Design pwm_from_div, sky130hd; sources not shown.
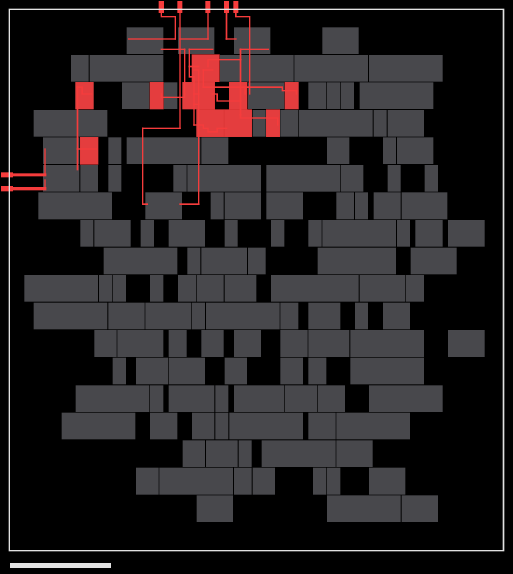
Figure 1: I/O nets highlighted.
Bar = 10 µm.
[duty_in] red | bits: 7 | direction: input | end cells: 10 | buffers: 7 | wire: 148 µm
top-level I/O count: 15
tally of buffers added on design ports: 14

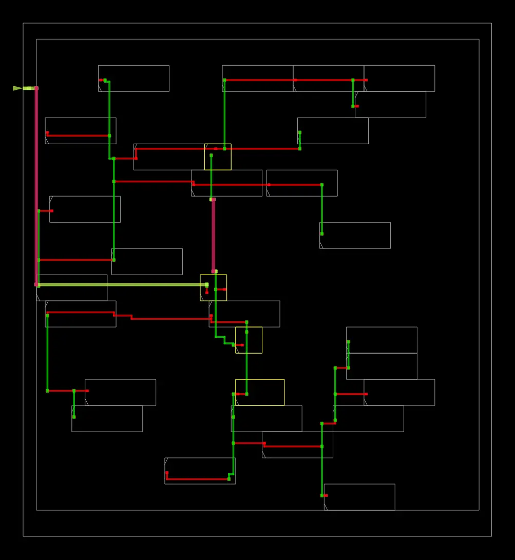
Figure 2: clock wiring as the flow saved it.
largest clock skew in the final design: 0.00449 ns
number of clock buffers in the layout: 4
cts bufs inserted: 3
Late-Pin Clk Latency: 0.31 ns
Clock Power: 123 µW

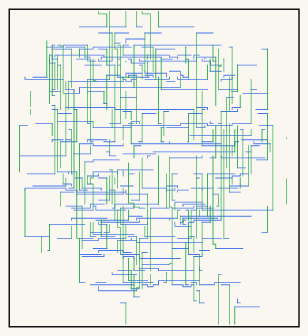
Figure 3: wiring by layer.
Two of the layers only.
[met1] blue | wire length: 936 µm
[met2] green | wire length: 960 µm
via count: 889
Routed Wire Length: 1970 µm
Total GRT Usage: 17.2%

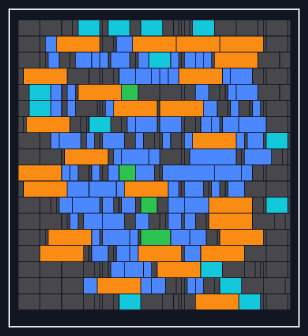
Figure 4: cell classes on the final placement.
Fill, decap, tap and diode cells in gray.
[other buffers and delay cells] cyan | cells: 14 | share of their area: 11%
[clock drivers and dummy loads] green | cells: 4 | share of their area: 2.7%
[flip-flops] orange | cells: 26 | share of their area: 39%
[all other logic] blue | cells: 95 | share of their area: 47%
fraction of area in registers: 38.2%
fin area: 1360 µm²
core region area: 2250 µm²
Core Rows: 18

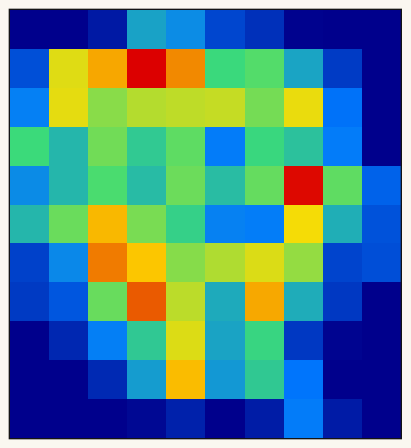
Figure 5: routed metal per tile.
10 x 11 tiles, from dark blue (low) to red (high), scaled to the fullest tile. Values are wire area over tile area, all layers added.
mean over tiles: 0.12
tiles over half the peak: 32%
fullest tile: 0.33
nearly empty tiles: 20%
DR WL/cell: 11.7 µm

==> git commit body <==
Update PnR metrics after Yosys + OpenROAD run

* Endpoint required time on the critical path: 3.36 ns
* Placement Cell Area: 1330 µm²
- Worst path buffer plus inverter count: 2
- The vertical die dimension reported for this design is 53.4 µm.
* Achievable clock frequency: 0.367 GHz
* Number of sinks handled by clock tree synthesis: 26
* Outcome: finished clean
* Worst reg-to-reg path cell count: 5
- Post-CTS clock slew at the launch and capture registers of the worst setup and hold paths: 0.14 ns
* Layout Utilization: 60.5%
- Power after layout: 419 µW
- Slew Limit Fails: 0
- The filler cells instantiated in the layout total 199.
- Chip Footprint: 2600 µm²
- Reg2Reg Setup Slack: 2.60 ns
* Critical path depth in cells: 2
* Wire length of the first global-routing pass: 3410 µm
- The synthesized netlist was found by Yosys to have 127 cells.
- Static leakage power: 0.000582 µW
* TritonCTS clock tree: built
* Remaining global-route overflow: 0
- Layout buffering overhead excluding clock cells: 10.3%
- Async set or reset register ratio after synthesis: 0%
- The number of antenna violations at the first check in global routing is 0.
* Most numerous cell in the Yosys netlist: sky130_fd_sc_hd__dfxtp_1
* Power density over cell area: 308 nW/µm²
- CP cell instances: inv_1 > clkdlybuf4s50_1
- Kind of cell adding the most delay to the critical path: buffers and inverters
- Seq. cell area: 520 µm²
* Iteration-0 DRC Markers: 10
- Dominant Register Cell: sky130_fd_sc_hd__dfxtp_1
- The pre-antenna-repair detailed-routing pass consisted of 4 iterations.
- The design received a total of 30 well taps at floorplan.
* Number of resized instances in the post-cts repair step: 0
- Number of routed nets with antenna violations: 0
* Worst relative slew slack: 35.6%
* Multi-input logic area: 602 µm²
- Critical Path Slowest Stage Cell: sky130_fd_sc_hd__clkdlybuf4s50_1
-- report_power, final --
group          switching (µW)  internal [µW]  total [µW]
registers                4.27            253         257
clock network            70.5           52.9         123
logic                    22.0           16.8        38.8
-- worst register-to-register path, delay by kind of cell, from the launching register on --
family,cells,cell delay (ns)
flops,1,0.44
simple gates,3,0.61
mux,1,0.21
fa+ha+maj,1,0.21
-- layer usage --
layer	track usage [%]	vias up	routed length, µm
met2	28.5	12	960
met5	0	-	0
met1	21.9	411	935
li1	-	462	-
met4	8.82	0	27
met3	2.59	4	50
-- cells in the final DEF (no fill, tap or decap), types with 2 or more instances in the layout --
master and instances:
sky130_fd_sc_hd__dfxtp_1 26, sky130_fd_sc_hd__nor2_1 17, sky130_fd_sc_hd__clkdlybuf4s50_1 14, sky130_fd_sc_hd__nand2_1 11, sky130_fd_sc_hd__mux2i_1 8, sky130_fd_sc_hd__a21oi_1 8, sky130_fd_sc_hd__inv_1 7, sky130_fd_sc_hd__ha_1 7
sky130_fd_sc_hd__nor2b_1 4, sky130_fd_sc_hd__nand3_1 4, sky130_fd_sc_hd__a211oi_1 3, sky130_fd_sc_hd__xor2_1 3, sky130_fd_sc_hd__clkbuf_4 3, sky130_fd_sc_hd__a22oi_1 2, sky130_fd_sc_hd__nand4_1 2, sky130_fd_sc_hd__o21ai_0 2
-- cell families after synthesis --
kind of cell             Yosys count  synth area share (%)
AND-OR/OR-AND                     22                  12.1
buffers and inverters             13                  6.37
adder cells (fa/ha/maj)            7                  7.31
multiplexers                       8                  6.68
AND/OR/NAND/NOR                   48                  21.9
flip-flops                        26                  43.4
XOR/XNOR                           3                  2.19
Power is estimated from default activity; no workload was simulated.
